**src/rtl/onehot_decoder_seq_pkg.sv**
```systemverilog
// +--------------------------------------------------------------------+
// | onehot_decoder_seq_pkg : shared code/one-hot constants and types     |
// | Rev 1.0                                                              |
// +--------------------------------------------------------------------+
`default_nettype none

package onehot_decoder_seq_pkg;

  localparam int CODE_W     = 3;
  localparam int N_OUT      = 8;
  localparam int FIFO_DEPTH = 2;
  localparam int FIFO_CNT_W = 2;

  typedef enum logic [0:0] {
    IDLE = 1'b0,
    HOLD = 1'b1
  } state_t;

  typedef struct packed {
    logic              none;
    logic [CODE_W-1:0] code;
  } entry_t;

  // A "none" entry mirrors the encoder's no-bit-set result.
  function automatic logic [N_OUT-1:0] decode(input entry_t e);
    return e.none ? '0 : (N_OUT'(1) << e.code);
  endfunction

endpackage

`default_nettype wire

```
**src/rtl/onehot_decoder_seq_code_fifo2.sv**
```systemverilog
// +--------------------------------------------------------------------+
// | code_fifo2 : two-entry in-order FIFO of decoder entries              |
// | Rev 1.0                                                              |
// +--------------------------------------------------------------------+
`default_nettype none

module code_fifo2
  import onehot_decoder_seq_pkg::*;
(
  input  logic                  clk,
  input  logic                  rst_n,
  input  logic                  push,
  input  entry_t                wdata,
  input  logic                  pop,
  output logic                  full,
  output logic                  empty,
  output entry_t                head,
  output logic [FIFO_CNT_W-1:0] count
);

  entry_t                r_mem [FIFO_DEPTH];
  logic                  r_wptr;
  logic                  r_rptr;
  logic [FIFO_CNT_W-1:0] r_count;
  logic                  w_push;
  logic                  w_pop;

  // A full FIFO refuses the push even when a pop frees a slot this cycle.
  assign w_push = push && !full;
  assign w_pop  = pop && !empty;

  always_ff @(posedge clk or negedge rst_n) begin
    if (!rst_n) begin
      r_mem[0] <= '0;
      r_mem[1] <= '0;
      r_wptr   <= 1'b0;
      r_rptr   <= 1'b0;
      r_count  <= '0;
    end else begin
      if (w_push) begin
        r_mem[r_wptr] <= wdata;
        r_wptr        <= ~r_wptr;
      end
      if (w_pop) begin
        r_rptr <= ~r_rptr;
      end
      case ({w_push, w_pop})
        2'b10:   r_count <= r_count + FIFO_CNT_W'(1);
        2'b01:   r_count <= r_count - FIFO_CNT_W'(1);
        default: r_count <= r_count;
      endcase
    end
  end

  assign full  = (r_count == FIFO_CNT_W'(FIFO_DEPTH));
  assign empty = (r_count == '0);
  assign head  = r_mem[r_rptr];
  assign count = r_count;

endmodule

`default_nettype wire

```
**src/rtl/onehot_decoder_seq.sv**
```systemverilog
// +--------------------------------------------------------------------+
// | onehot_decoder_seq : buffered 3-to-8 decoder, each word held N cycles|
// | Rev 1.0                                                              |
// +--------------------------------------------------------------------+
`default_nettype none

module onehot_decoder_seq
  import onehot_decoder_seq_pkg::*;
#(
  parameter int HOLD_CYCLES = 4,
  parameter int CNT_W       = 8
) (
  input  logic              clk,
  input  logic              rst_n,
  input  logic              in_valid,
  output logic              in_ready,
  input  logic [CODE_W-1:0] in_code,
  input  logic              in_none,
  output logic [N_OUT-1:0]  out_onehot,
  output logic              out_valid,
  output logic              busy
);

  localparam logic [CNT_W-1:0] C_HOLD_LOAD = CNT_W'(HOLD_CYCLES - 1);

  state_t                r_state;
  state_t                w_state_next;
  logic [CNT_W-1:0]      r_cnt;
  logic [CNT_W-1:0]      w_cnt_next;
  logic [N_OUT-1:0]      r_onehot;
  logic [N_OUT-1:0]      w_onehot_next;
  logic                  r_valid;
  logic                  w_valid_next;
  logic                  w_push;
  logic                  w_pop;
  logic                  w_full;
  logic                  w_empty;
  entry_t                w_head;
  entry_t                w_wdata;
  logic [FIFO_CNT_W-1:0] w_count;

  assign w_push  = in_valid && in_ready;
  assign w_wdata = '{none: in_none, code: in_code};

  code_fifo2 u_fifo (
    .clk   (clk),
    .rst_n (rst_n),
    .push  (w_push),
    .wdata (w_wdata),
    .pop   (w_pop),
    .full  (w_full),
    .empty (w_empty),
    .head  (w_head),
    .count (w_count)
  );

  always_ff @(posedge clk or negedge rst_n) begin
    if (!rst_n) begin
      r_state  <= IDLE;
      r_cnt    <= '0;
      r_onehot <= '0;
      r_valid  <= 1'b0;
    end else begin
      r_state  <= w_state_next;
      r_cnt    <= w_cnt_next;
      r_onehot <= w_onehot_next;
      r_valid  <= w_valid_next;
    end
  end

  // The last hold cycle doubles as a load slot so streams have no idle gap.
  always_comb begin
    w_state_next  = r_state;
    w_cnt_next    = r_cnt;
    w_onehot_next = r_onehot;
    w_valid_next  = r_valid;
    w_pop         = 1'b0;
    case (r_state)
      IDLE: begin
        if (!w_empty) begin
          w_pop         = 1'b1;
          w_onehot_next = decode(w_head);
          w_valid_next  = 1'b1;
          w_cnt_next    = C_HOLD_LOAD;
          w_state_next  = HOLD;
        end else begin
          w_onehot_next = '0;
          w_valid_next  = 1'b0;
        end
      end
      HOLD: begin
        if (r_cnt != '0) begin
          w_cnt_next = r_cnt - CNT_W'(1);
        end else if (!w_empty) begin
          w_pop         = 1'b1;
          w_onehot_next = decode(w_head);
          w_valid_next  = 1'b1;
          w_cnt_next    = C_HOLD_LOAD;
        end else begin
          w_onehot_next = '0;
          w_valid_next  = 1'b0;
          w_state_next  = IDLE;
        end
      end
      default: begin
        w_onehot_next = '0;
        w_valid_next  = 1'b0;
        w_cnt_next    = '0;
        w_state_next  = IDLE;
      end
    endcase
  end

  always_comb begin
    in_ready   = !w_full;
    busy       = r_valid | !w_empty;
    out_onehot = r_onehot;
    out_valid  = r_valid;
  end

endmodule

`default_nettype wire

```
**config.mk**
```make
export PLATFORM = sky130hd
export DESIGN_NAME = onehot_decoder_seq
export DESIGN_NICKNAME = d
export VERILOG_FILES = /design/src/rtl/onehot_decoder_seq_pkg.sv /design/src/rtl/onehot_decoder_seq_code_fifo2.sv /design/src/rtl/onehot_decoder_seq.sv
export SDC_FILE = /design/constraint.sdc
export NUM_CORES = 1
export LEC_CHECK = 0
export CORE_MARGIN = 2
export CORE_UTILIZATION = 53
export CTS_BUF_LIST = sky130_fd_sc_hd__clkbuf_16
export DETAILED_ROUTE_END_ITERATION = 7
export PLACE_DENSITY = 0.77
export SYNTH_ARGS = -nofsm -noshare
export SYNTH_HDL_FRONTEND = slang
export SYNTH_SLANG_ARGS = --single-unit
```
**constraint.sdc**
```tcl
create_clock -name clk -period 2.51 [get_ports clk]
set_input_delay 0.251 -clock clk [delete_from_list [all_inputs] [get_ports clk]]
set_output_delay 0.251 -clock clk [all_outputs]
set_load 0.05 [all_outputs]
```
run_1/registers.png
Bar = 20 um. Other sequential cells in the stronger grey, the rest of the logic in the fainter grey.
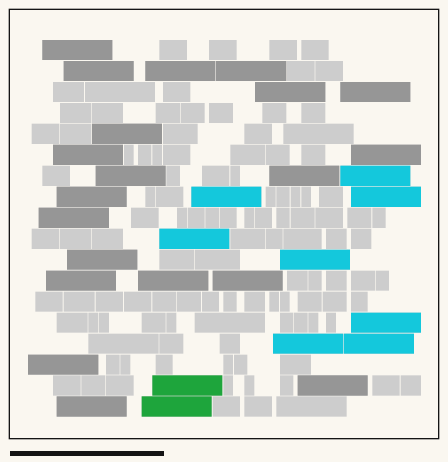
[u_fifo.count] green | placed flops: 2
[r_cnt] cyan | placed flops: 8

run_1/metal_stack.png
Bar = 20 um.
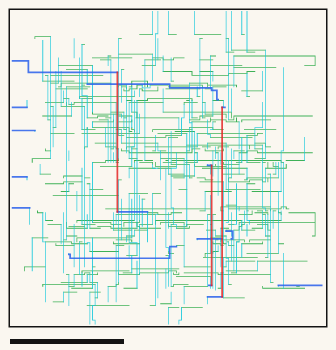
[met4] red | wire length: 78.9 um
[met1] green | wire length: 1160 um
[met2] cyan | wire length: 1240 um
[met3] blue | wire length: 103 um

run_1/zoom.png
Bar = 5 um. Region (18, 29) to (38, 49) um. Cells in grey, sequential cells in the stronger grey; small squares are vias.
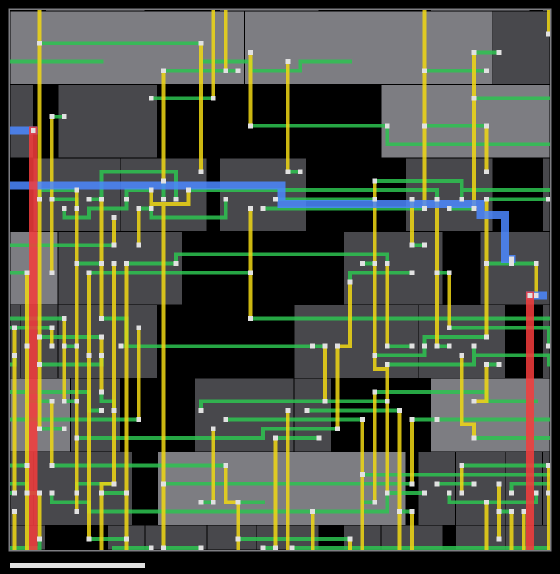
[met1] green
[met3] blue
[met2] yellow
[met4] red
cells with their middle in the window: 24
netlist names of flops here include: out_onehot (3), r_cnt (1)
sequential cells in the window: 4
most frequent: a22o_1 (5), dfrtp_1 (4), nand2_1 (3)

run_1/gate_families.png
Bar = 20 um.
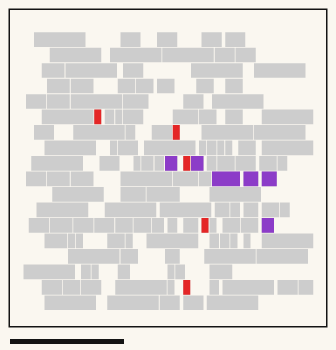
[AND and OR gates] purple | cells: 6 | most used: and3_1
[inverters] red | cells: 5 | most used: inv_1 | where: middle

==> CHANGELOG.md, run 1 <==
### Implementation results

* Chip area at between 3000 and 4000 sq um
* Die height at approximately 56 um
* Clock Pin Slew Worst Setup and Hold Paths at 50 ps
* Highest Clock Rate at 0.436 GHz
* Int Power at 1.49 mW
* First-pass GRT wire length at 4.56 mm
* Top power group: combinational cells
* Average size of a mapped cell at roughly 12 sq um
* Clock buf count at 5
* Vias in the first global route at ~980
* Dpl cell area at 1600 sq um
* Via density at between 5 and 6
* Slew @ Worst Pin at 637 ps
* Outcome: completed
* Top_reg_cell synth: dfrtp_1
* Top cells by count: dfrtp_1 (30), a22o_1 (8), mux2_2 (8)
* Layout cells sized above 1 at 0.186
* # diodes at 0
* # fillers at 186
* Biggest area cells: dfrtp_1 (53%), mux2_2 (6.4%), a22o_1 (5.0%)
* Initial antenna violation count at 0
* Post-synth EDFFs at 0
* Data arrival, critical path at 2490 ps
* Final HPWL DP at 1.82 mm
* Global-route usage over all layers at 0.199
* Seq. cell area at 751 sq um
* DRT iter0 DRCs at 12
* Synth Cell Area at between 1000 and 1500 sq um
* Nets at 149
* Fraction of area in multi-input gates at 0.347
* Rows at 18
* OpenROAD warnings at 26
* Critical path launch point type: register
* Buffering overhead at 0.111
* Register share after synthesis at 0.534
* Max-Cap Viols at 0
* CP required at 2700 ps
* Routability cong. at 0.712
* Via count at roughly 980
* Critical Path Sink: u_fifo.count[1]$_DFFE_PN0P_
* Largest net degree at the start of global routing at 31
* Sink Count at 30
* Worst R2R Setup Slack at 220 ps
* Drt drc at 0
* Top Ports at 18
* Adder share at 0.0178
* Cell kind with the greatest summed area: sequential cells
* CTS root buf: clkbuf_16
* Cell leakage power at 0.772 nW
* Hold-fix buffers, CTS at 0
* CP Max Fanout at 5
* Logic inverters at 5
* Dominant logic cell type in the layout: dfrtp_1
* Sw frac at 0.386
* Yosys stat cell total at 118
* Comb area leader: simple AND/OR/NAND/NOR gates
* Yosys Chip Area at 1410 sq um
* Final setup fails at 0
* Die width at about 56 um
* Routed WL per cell at around 15 um
* Grt total ovfl at 0
* Maximum VDD drop at 0.957 mV
* Max layer used: met4
* Comb_multi_in at just under 80
* Logic area at 602 sq um
* RSZ-0062 raised after global routing: no
* P&R area growth vs syn at 23.3%
* Tap cell count at 30
* DR WL met3 at 103 um
* Depth of the CTS H-tree at 2
* CTS tree: yes
* Setup bufs post-CTS at 0
* Cell Type Count at 36
* Gate power share at 0.408
* Initial Util at 0.563
* Simple Share, Synth at 0.155
* # resized after CTS at 0
* Yosys top cell by area: dfrtp_1
* Slew headroom at 0.570
* Clock-cell share at 0.0765
* Met1 Wirelength at 1.16 mm
* Port buffer count at 17
* XOR-XNOR Cells, Area Fraction at 0.0374
==> run 1: through the flow <==
step / total power, mW / std cells / hold WS (ps) / setup WS (ps) / utilization
final: 2.42 / 170 / 364 / 217 / 0.694
after detailed placement: 1.89 / 163 / 494 / 219 / 0.641
after CTS: 2.44 / 170 / 374 / 201 / 0.694
after floorplan: 1.62 / 118 / -44.6 / 222 / -
after global placement: 1.85 / 163 / 486 / 300 / 0.641
after global routing: 2.59 / 170 / 415 / 32.4 / 0.694
==> run 1: routing by layer <==
layer  vias up  GRT usage
met5         -          0
met4         0      0.122
met3         7     0.0867
met2        17      0.291
met1       487      0.240
li1        473          -
==> run 1: worst max-delay path: stages, from the launching register on <==
cell	delay, ps
dfrtp_1	360
inv_1	90
ha_1	200
or4b_4	500
o41a_1	360
nor2_2	140
ha_1	270
nor2_1	130
xor2_1	150
## Run 2: what changed since run 1
SLEW_MARGIN = 10   (was not set)
run_2/final_congestion.png
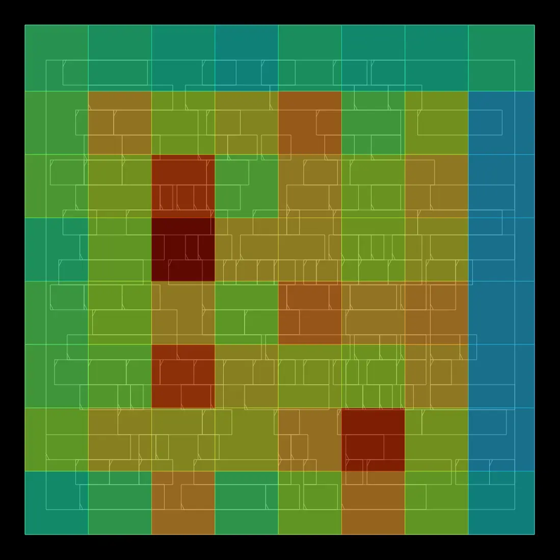
met2 Usage GRT: 0.291
GRT met3 Usage: 0.0867
Routed WL per cell: 15.2 um

==> run 2 against run 1 <==
Sequential share of layout area unchanged. Clock skew is the same. Cell count stayed put. Via count did not move. Critical endpoint unchanged. Largest cell class unchanged.
==> CHANGELOG.md, run 2 <==
### Implementation results

* Dpl cell area at 1600 sq um (unchanged)
* Average size of a mapped cell at 11.9 sq um (unchanged)
* Gate power share at 0.408 (about the same)
* RSZ-0062 raised after global routing: no (unchanged)
* Top power group: combinational cells (unchanged)
* Tot Pwr at 2.42 mW (unchanged)
* Chip area at 3080 sq um (unchanged)
* Top cells by count: dfrtp_1 (30), a22o_1 (8), mux2_2 (8) (unchanged)
* Via density at 5.79 (unchanged)
* CP Max Fanout at 5 (unchanged)
* Non-filler cells in the finished layout at 170 (unchanged)
* Yosys stat cell total at 118 (unchanged)
* Int Power at 1.49 mW (unchanged)
* Sink Count at 30 (unchanged)
* Yosys top cell by area: dfrtp_1 (unchanged)
* Highest Clock Rate at 0.436 GHz (unchanged)
* Nets at 149 (unchanged)
* Maximum VDD drop at 0.957 mV (unchanged)
* Max-Cap Viols at 0 (unchanged)
* Die width at 55.5 um (unchanged)
* Sw frac at 0.386 (unchanged)
* CTS root buf: clkbuf_16 (unchanged)
* Biggest area cells: dfrtp_1 (53%), mux2_2 (6.4%), a22o_1 (5.0%) (unchanged)
* Largest net degree at the start of global routing at 31 (unchanged)
* Global-route usage over all layers at 0.199 (unchanged)
* Hold Worst Slack at 364 ps (unchanged)
* CP top delay family: simple AND/OR/NAND/NOR gates (unchanged)
* Slew @ Worst Pin at 637 ps (unchanged)
* Via count at 984 (unchanged)
* Core Util, Final at 0.694 (unchanged)
* Dominant logic cell type in the layout: dfrtp_1 (unchanged)
* Initial antenna violation count at 0 (unchanged)
* Port buffer count at 17 (unchanged)
* Synth Cell Area at 1410 sq um (unchanged)
* Die height at 55.5 um (unchanged)
* CTS tree: yes (unchanged)
* Routability cong. at 0.712 (unchanged)
* Setup bufs post-CTS at 0 (unchanged)
* Busiest layer in global routing: met2 (unchanged)
* Slowest-stage cell, CP: or4b_4 (unchanged)
* Register share after synthesis at 0.534 (unchanged)
* Setup WS post-layout at 217 ps (unchanged)
* Cells along the critical path: inv_1 > ha_1 > or4b_4 > o41a_1 > nor2_2 > ha_1 > nor2_1 > xor2_1 (unchanged)
* Hold-fix buffers, CTS at 0 (unchanged)
* DRT iter0 DRCs at 12 (unchanged)
* Worst R2R Setup Slack at 220 ps (about the same)
* Yosys Chip Area at 1410 sq um (unchanged)
* Final setup fails at 0 (unchanged)
* Top cell by count, worst path: ha_1 (unchanged)
* WP buf/inv at 1 (unchanged)
* Met1 Use GR at 0.240 (unchanged)
* Post-synth EDFFs at 0 (unchanged)
* Post-synthesis cell count at 118 (unchanged)
* Critical Path Sink: u_fifo.count[1]$_DFFE_PN0P_ (unchanged)
* P&R area growth vs syn at 23.3% (unchanged)
* Top Ports at 18 (unchanged)
* First-pass GRT wire length at 4.56 mm (unchanged)
* OpenROAD warnings at 26 (unchanged)
* Critical path launch point type: register (unchanged)
* Depth of the CTS H-tree at 2 (unchanged)
* Data arrival, critical path at 2490 ps (about the same)
* Seq pwr share at 0.371 (about the same)
* Rows at 18 (unchanged)
* Grt total ovfl at 0 (unchanged)
* Clock Pin Slew Worst Setup and Hold Paths at 50 ps (about the same)
* Drt drc at 0 (unchanged)
* Post-Place Worst Slack at 219 ps (unchanged)
* Slew headroom at 0.570 (unchanged)
* # resized after CTS at 0 (unchanged)
* Outcome: completed (unchanged)
* # fillers at 186 (unchanged)
* Yosys warnings at 0 (unchanged)
* Post-Place Cells at 163 (unchanged)
* Top_reg_cell synth: dfrtp_1 (unchanged)
* CP required at 2700 ps (about the same)
* Initial Util at 0.563 (unchanged)
* Largest stage delay, worst path at 500 ps (about the same)
* Number of cells on the critical path at 8 (unchanged)
* Vias in the first global route at 982 (unchanged)
run 2: layout make-up:
type                    count  area, sq um  share of cell area
clock buffers               5          125              0.0722
clock inverters             2         7.51             0.00433
inverters                   5         18.8              0.0108
multi-input cells          78          602               0.347
flip-flops and latches     30          751               0.433
well taps                  30         37.5              0.0216
repair buffers             20          193               0.111
run 2: cell families (layout without fill, tap and decap cells):
group                    Yosys count  after routing  synth area share
buffers and inverters             10             32            0.0383
AND/OR/NAND/NOR                   35             35             0.155
adder cells (fa/ha/maj)            2              2            0.0178
AND-OR/OR-AND                     24             24             0.133
flip-flops                        30             30             0.534
XOR/XNOR                           6              6            0.0374
multiplexers                      11             11            0.0854
run 2: routing by layer:
metal  wire (um)  vias to the layer above
met5           0                        -
met1        1160                      487
li1            -                      473
met3         103                        7
met2        1240                       17
met4          78                        0
## Run 3: what changed since run 2
CORE_UTILIZATION = 47   (was 53)
PLACE_DENSITY = 0.7   (was 0.77)
clock period = 2.53 ns   (was 2.51 ns; I/O delays follow)
run_3/zoom.png
Bar = 5 um. Region (19, 31) to (39, 51) um. Cells in grey, sequential cells in the stronger grey; small squares are vias.
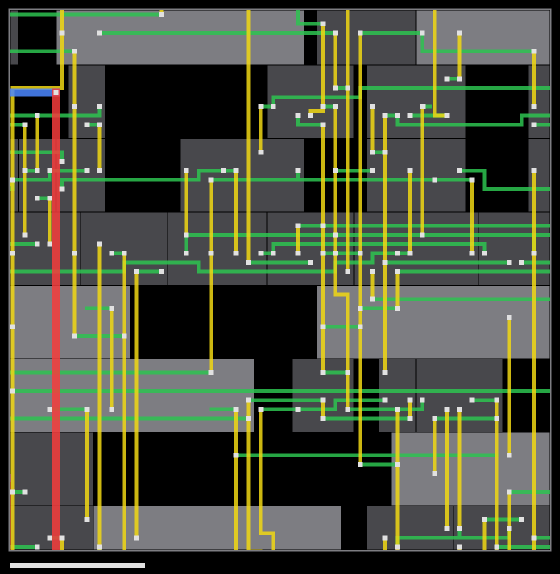

==> run 3 against run 2 <==
The run now ends with DRC left. Setup slack got worse by 39 ps. Via count unchanged. Utilization fell by 5.5 points. Non-clock buffer count did not move. Routed wire length is 3.5% higher. Largest power group unchanged.
==> CHANGELOG.md, run 3 <==
### Implementation results

* Number of cells on the critical path at 8 (unchanged)
* Outcome: complete, but fails checks (was completed)
* CTS tree: yes (unchanged)
* Routability cong. at 0.805 (was 0.712)
* Chip area at 3450 sq um (was 3080 sq um)
* P&R area growth vs syn at 27.4% (was 23.3%)
* Via count at 984 (unchanged)
* CP Max Fanout at 5 (unchanged)
* Yosys stat cell total at 118 (unchanged)
* Seq. cell area at 751 sq um (unchanged)
* Slowest-stage cell, CP: or4b_4 (unchanged)
* Max-Cap Viols at 0 (unchanged)
* Gate power share at 0.374 (was 0.408)
* Worst R2R Setup Slack at 180 ps (was 220 ps)
* # fillers at 223 (was 186)
* Top Ports at 18 (unchanged)
* XOR-XNOR Cells, Area Fraction at 0.0374 (unchanged)
* Cell leakage power at 0.792 nW (was 0.772 nW)
* Comb area leader: simple AND/OR/NAND/NOR gates (unchanged)
* Largest stage delay, worst path at 510 ps (was 500 ps)
* Initial antenna violation count at 0 (unchanged)
* First-pass GRT wire length at 4.55 mm (was 4.56 mm)
* Critical Path Sink: u_fifo.count[1]$_DFFE_PN0P_ (unchanged)
* Sw frac at 0.362 (was 0.386)
* Adder share at 0.0178 (unchanged)
* Via density at 5.72 (was 5.79)
* Grt total ovfl at 0 (unchanged)
* OpenROAD warnings at 26 (unchanged)
* Maximum VDD drop at 0.826 mV (was 0.957 mV)
* Final setup fails at 0 (unchanged)
* WP buf/inv at 1 (unchanged)
* Hold-fix buffers, CTS at 0 (unchanged)
* Rows at 19 (was 18)
* Core Util, Final at 0.639 (was 0.694)
* CP required at 2720 ps (was 2700 ps)
* # resized after CTS at 0 (unchanged)
* Yosys warnings at 0 (unchanged)
* Non-filler cells in the finished layout at 172 (was 170)
* Failing checks: DRC
* PD cells at 1470 nW/um^2 (was 1400 nW/um^2)
* Highest Clock Rate at 0.425 GHz (was 0.436 GHz)
* Clock Pin Slew Worst Setup and Hold Paths at 50 ps (about the same)
* CTS root buf: clkbuf_16 (unchanged)
* Global-route usage over all layers at 0.183 (was 0.199)
* Post-synth EDFFs at 0 (unchanged)
* Area fraction in compound gates at 0.133 (unchanged)
* Routed WL per cell at 15.6 um (was 15.2 um)
* Seq pwr share at 0.338 (was 0.371)
* Slew @ Worst Pin at 593 ps (was 637 ps)
* Depth of the CTS H-tree at 2 (unchanged)
* Slew headroom at 0.599 (was 0.570)
* Top cell by count, worst path: ha_1 (unchanged)
* Drt drc at 1 (was 0)
* Vias in the first global route at 975 (was 982)
* Cells along the critical path: inv_1 > ha_1 > or4b_4 > o41a_1 > nor2_2 > ha_1 > nor2_1 > xor2_1 (unchanged)
* Top cells by count: dfrtp_1 (30), a22o_1 (8), mux2_2 (8) (unchanged)
* Nets at 149 (unchanged)
* R2r startpoint: r_cnt[0]$_DFF_PN0_ (unchanged)
* Die height at 58.7 um (was 55.5 um)
* Yosys Chip Area at 1410 sq um (unchanged)
* Mux frac, synth at 0.0854 (unchanged)
* RSZ-0062 raised after global routing: no (unchanged)
* Data arrival, critical path at 2540 ps (was 2490 ps)
* DRT iter0 DRCs at 22 (was 12)
* Register share after synthesis at 0.534 (unchanged)
* Port buffer count at 17 (unchanged)
* # diodes at 0 (unchanged)
* Cell Type Count at 36 (unchanged)
* Simple Share, Synth at 0.155 (unchanged)
* Post-synthesis cell count at 118 (unchanged)
* Die width at 58.7 um (was 55.5 um)
* Synthesized registers at 30 (unchanged)
* Top-count cell post-synth: dfrtp_1 (unchanged)
* Post-Place Cells at 164 (was 163)
* Top_reg_cell synth: dfrtp_1 (unchanged)
* Average size of a mapped cell at 11.9 sq um (unchanged)
* Logic area at 602 sq um (unchanged)
* Layout cells sized above 1 at 0.199 (was 0.186)
* Largest net degree at the start of global routing at 31 (unchanged)
* Initial Util at 0.501 (was 0.563)
* Worst clock skew at 1.65 ps (was 1.92 ps)
* Int Power at 1.69 mW (was 1.49 mW)
* Dominant logic cell type in the layout: dfrtp_1 (unchanged)
* Top power group: combinational cells (unchanged)
* CP top delay family: simple AND/OR/NAND/NOR gates (unchanged)
* Synth Cell Area at 1410 sq um (unchanged)
* Biggest area cells: dfrtp_1 (53%), mux2_2 (6.4%), a22o_1 (5.0%) (unchanged)
* Setup bufs post-CTS at 0 (unchanged)
* Final HPWL DP at 1.79 mm (was 1.82 mm)
## run 3: stage by stage
stage                     hold WS, ps  cell area [sq um]  total power, mW  worst slack, ps
after floorplan                 -42.6               1410             1.61              242
after global placement            490               1600             1.84              316
after detailed placement          493               1600             1.88              217
after CTS                         378               1790             2.66              178
after global routing              395               1790             2.80             45.5
final                             362               1790             2.64              178
## run 3: metal layers
layer / vias to the layer above / share of wire / GRT usage
met5: - / 0 / 0
met4: 0 / 0.016 / 0.0844
met3: 4 / 0.043 / 0.0681
met2: 19 / 0.47 / 0.271
met1: 487 / 0.47 / 0.241
li1: 474 / - / -
## run 3: final cells by class
cell class,instances,share of cell area
timing repair buffer,20,0.108
tap,31,0.0216
sequential,30,0.419
clock buffer,5,0.0698
clock inverter,3,0.0356
multi-input combinational,78,0.336
inverter,5,0.0105
Power is estimated from default activity; no workload was simulated.
